[src/rtl/sig_region_reader.sv]
// sig_region_reader
//   Bus initiator that reads the word-aligned region [start, end) over the
//   req/rsp valid/ready memory interface and streams each word out on a
//   valid/ready port. Used to read back the signature region after a run.
//   One request in flight at a time: REQ -> RSP -> OUT per word.
//
// Optional feature (macro SIG_REGION_READER_HALT_POLL_EN):
//   start_i polls HALT_ADDR until it reads 1, then fetches the region bounds
//   from SIG_START_PTR_ADDR / SIG_END_PTR_ADDR instead of using the ports.
//
// Ports:
//   clk_i, rstn_i               clock, synchronous active-low reset
//   start_i                     start pulse (only honoured in IDLE)
//   start_addr_i, end_addr_i    region bounds, low two bits ignored
//   req_*                       read request (data/strobe/write tied off)
//   rsp_*                       read response, rsp_err_i aborts the transfer
//   out_data_o/valid/ready      streamed words
//   busy_o                      not IDLE
//   done_o                      one-cycle completion pulse
//   err_o                       sticky error, cleared by the next start
module sig_region_reader #(
    parameter int DATA_WIDTH = 32,
    parameter int ADDR_WIDTH = 32,
    parameter logic [ADDR_WIDTH-1:0] HALT_ADDR          = 'h001F_FFF4,
    parameter logic [ADDR_WIDTH-1:0] SIG_END_PTR_ADDR   = 'h001F_FFF8,
    parameter logic [ADDR_WIDTH-1:0] SIG_START_PTR_ADDR = 'h001F_FFFC
) (
    input  logic                  clk_i,
    input  logic                  rstn_i,
    input  logic                  start_i,
    input  logic [ADDR_WIDTH-1:0] start_addr_i,
    input  logic [ADDR_WIDTH-1:0] end_addr_i,
    output logic [ADDR_WIDTH-1:0] req_addr_o,
    output logic [DATA_WIDTH-1:0] req_data_o,
    output logic [3:0]            req_strobe_o,
    output logic                  req_write_o,
    output logic                  req_valid_o,
    input  logic                  req_ready_i,
    input  logic [DATA_WIDTH-1:0] rsp_data_i,
    input  logic                  rsp_err_i,
    input  logic                  rsp_valid_i,
    output logic                  rsp_ready_o,
    output logic [DATA_WIDTH-1:0] out_data_o,
    output logic                  out_valid_o,
    input  logic                  out_ready_i,
    output logic                  busy_o,
    output logic                  done_o,
    output logic                  err_o
);

    typedef enum logic [2:0] {S_IDLE, S_REQ, S_RSP, S_OUT, S_DONE} state_e;
    // What the current REQ/RSP pair is fetching. Only PH_DATA is used
    // when halt polling is compiled out.
    typedef enum logic [1:0] {PH_DATA, PH_HALT, PH_SPTR, PH_EPTR} phase_e;

    localparam logic [ADDR_WIDTH-1:0] WORD_MASK = ~ADDR_WIDTH'(3);

    state_e                state_q, state_d;
    phase_e                phase_q;
    logic [ADDR_WIDTH-1:0] addr_q, end_q;
    logic [DATA_WIDTH-1:0] data_q;
    logic                  err_q;

    logic [ADDR_WIDTH-1:0] start_al, end_al, rsp_ptr;
    logic [ADDR_WIDTH:0]   addr_inc;
    logic                  last_word;

    assign start_al  = start_addr_i & WORD_MASK;
    assign end_al    = end_addr_i & WORD_MASK;
    assign rsp_ptr   = ADDR_WIDTH'(rsp_data_i) & WORD_MASK;
    // Extra carry bit catches a wrap past the top of the address space.
    assign addr_inc  = {1'b0, addr_q} + (ADDR_WIDTH+1)'(4);
    assign last_word = addr_inc[ADDR_WIDTH] || (addr_inc[ADDR_WIDTH-1:0] >= end_q);

    // State register
    always_ff @(posedge clk_i) begin
        if (!rstn_i) state_q <= S_IDLE;
        else         state_q <= state_d;
    end

    // Next-state logic
    always_comb begin
        state_d = state_q;
        case (state_q)
            S_IDLE: if (start_i) begin
`ifdef SIG_REGION_READER_HALT_POLL_EN
                state_d = S_REQ;
`else
                state_d = (start_al >= end_al) ? S_DONE : S_REQ;
`endif
            end
            S_REQ:  if (req_ready_i) state_d = S_RSP;
            S_RSP:  if (rsp_valid_i) begin
                if (rsp_err_i) state_d = S_DONE;
                else begin
                    case (phase_q)
                        PH_DATA: state_d = S_OUT;
                        // Bounds now known: an empty region ends here.
                        PH_EPTR: state_d = (addr_q >= rsp_ptr) ? S_DONE : S_REQ;
                        default: state_d = S_REQ;
                    endcase
                end
            end
            S_OUT:  if (out_ready_i) state_d = last_word ? S_DONE : S_REQ;
            S_DONE: state_d = S_IDLE;
            default: state_d = S_IDLE;
        endcase
    end

    // Datapath registers
    always_ff @(posedge clk_i) begin
        if (!rstn_i) begin
            addr_q <= '0;
            end_q  <= '0;
            data_q <= '0;
            err_q  <= 1'b0;
        end else begin
            case (state_q)
                S_IDLE: if (start_i) begin
                    err_q <= 1'b0;
`ifndef SIG_REGION_READER_HALT_POLL_EN
                    addr_q <= start_al;
                    end_q  <= end_al;
`endif
                end
                S_RSP: if (rsp_valid_i) begin
                    if (rsp_err_i) err_q <= 1'b1;
                    else begin
                        case (phase_q)
                            PH_DATA: data_q <= rsp_data_i;
                            PH_SPTR: addr_q <= rsp_ptr;
                            PH_EPTR: end_q  <= rsp_ptr;
                            default: ;
                        endcase
                    end
                end
                S_OUT: if (out_ready_i) addr_q <= addr_inc[ADDR_WIDTH-1:0];
                default: ;
            endcase
        end
    end

`ifdef SIG_REGION_READER_HALT_POLL_EN
    // Poll sequence: HALT (repeat until 1) -> start pointer -> end pointer -> data.
    // An error response leaves the phase as is; the next start restarts polling.
    always_ff @(posedge clk_i) begin
        if (!rstn_i) phase_q <= PH_DATA;
        else if (state_q == S_IDLE && start_i) phase_q <= PH_HALT;
        else if (state_q == S_RSP && rsp_valid_i && !rsp_err_i) begin
            case (phase_q)
                PH_HALT: if (rsp_data_i == DATA_WIDTH'(1)) phase_q <= PH_SPTR;
                PH_SPTR: phase_q <= PH_EPTR;
                PH_EPTR: phase_q <= PH_DATA;
                default: ;
            endcase
        end
    end
`else
    assign phase_q = PH_DATA;
`endif

    // Outputs
    always_comb begin
        req_valid_o = (state_q == S_REQ);
        rsp_ready_o = (state_q == S_RSP);
        out_valid_o = (state_q == S_OUT);
        done_o      = (state_q == S_DONE);
        busy_o      = (state_q != S_IDLE);
        case (phase_q)
            PH_HALT: req_addr_o = HALT_ADDR;
            PH_SPTR: req_addr_o = SIG_START_PTR_ADDR;
            PH_EPTR: req_addr_o = SIG_END_PTR_ADDR;
            default: req_addr_o = addr_q;
        endcase
    end

    assign out_data_o   = data_q;
    assign err_o        = err_q;
    assign req_data_o   = '0;
    assign req_strobe_o = 4'b0000;
    assign req_write_o  = 1'b0;

endmodule

[config.mk]
export PLATFORM = sky130hd
export DESIGN_NAME = sig_region_reader
export DESIGN_NICKNAME = d
export VERILOG_FILES = /design/src/rtl/sig_region_reader.sv
export SDC_FILE = /design/constraint.sdc
export NUM_CORES = 1
export LEC_CHECK = 0
export CORE_ASPECT_RATIO = 0.8
export CORE_MARGIN = 3
export CORE_UTILIZATION = 30
export DETAILED_ROUTE_END_ITERATION = 8
export PLACE_DENSITY = 0.52
export SKIP_LAST_GASP = 1
export SLEW_MARGIN = 20
export SYNTH_ARGS = -nofsm -noshare
export SYNTH_HDL_FRONTEND = slang
export SYNTH_SLANG_ARGS = --single-unit
[constraint.sdc]
create_clock -name clk_i -period 3.8 [get_ports clk_i]
set_clock_uncertainty 0.2 [all_clocks]
set_input_delay 1.14 -clock clk_i [delete_from_list [all_inputs] [get_ports clk_i]]
set_output_delay 1.14 -clock clk_i [all_outputs]
set_load 0.01 [all_outputs]
pins.png
Scale: 3 px per µm. Pins as bars across the die edge, other pins in gray.
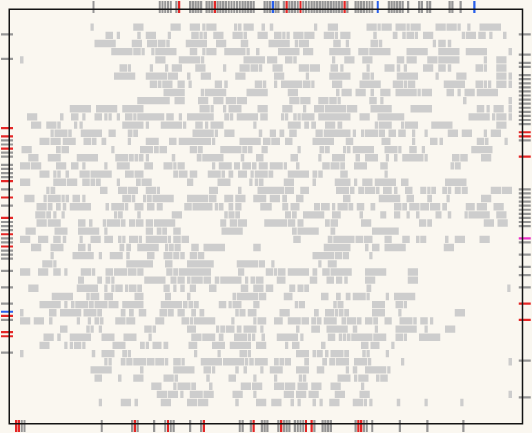
Red stands for `end_addr_i`, pins 32, direction input, edge 11 bottom, 11 left, 5 top, 5 right. Magenta stands for `start_i`, pins 1, direction input, edge right. Blue stands for `req_strobe_o`, pins 4, direction output, edge 3 top, 1 left.

drive_strength.png
Scale: 3 px per µm.
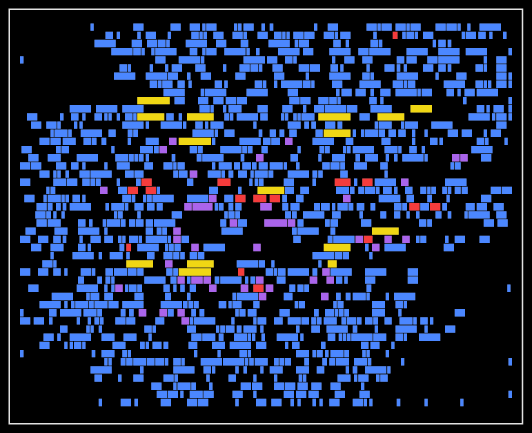
Blue stands for drive 1 or less, cells 952, most used nand2_1. Yellow stands for drive 6 and up, cells 15, most used clkbuf_16. Red stands for drive 2, cells 16, most used nor3_2. Purple stands for drive 3 to 4, cells 43, most used buf_4.
Repair and plain buffers: 205
setup ws final: 248 ps
Area Overhead vs Synth: 36.1%
design area: 8840 µm²

==> results.py <==
# Physical implementation metrics
metrics = {
    "yosys": {
        "edf_count": 0,
        "yosys.area.top_type": "dfxtp_1",
        "ys_cells": 853,
        "xor_area_frac": 0.0377,
        "synth_cell_types": 64,
        "ys_sh_adder": 0.117,
    },
    "timing": {
        "min_period_ps": 3550,
        "timing.slew.headroom": 0.576,
        "fin_crit_sh": 0.935,
    },
    "route": {
        "wl_met2_mm": 8.72,
        "first_pass_iters": 4,
        "dr.first_iter.drc_count": 348,
        "vias": 6050,
    },
    "worst_setup_path": {
        "cp.depth": 13,
        "critical_path.max_fanout": 6,
        "crit_slowest_cell": "or4_4",
        "cpLargestDelayFamily": "AND-OR/OR-AND gates",
        "reg2reg_from": "addr_q[14]",
        "r2r_slack_ps": 250,
        "reg2reg_depth": 13,
    },
    "worst_hold_path": {
        "holdPathEnd": "out_data_o[19]",
    },
    "layout": {
        "clock_buffers": 9,
        "fin_util": 0.421,
    },
    "clock_tree": {
        "cts_resized": 0,
        "cts.reportedPaths.clkPinSlew_ps": 70,
        "htreeDepth": 3,
    },
    "power_and_ir_drop": {
        "clk-power_mw": 1.14,
    },
    "grt": {
        "busiest_layer": "met1",
        "grt_pass1_vias": 5603,
        "grt-ovfl-total": 0,
    },
    "placed_design": {
        "placed_area_um2": 8460,
        "dpl.hpwl_mm": 15.0,
    },
    "die": {
        "die_h_um": 138,
        "chipArea_um2": 23500,
    },
    "outcome": {
        "status": "finished clean",
    },
}
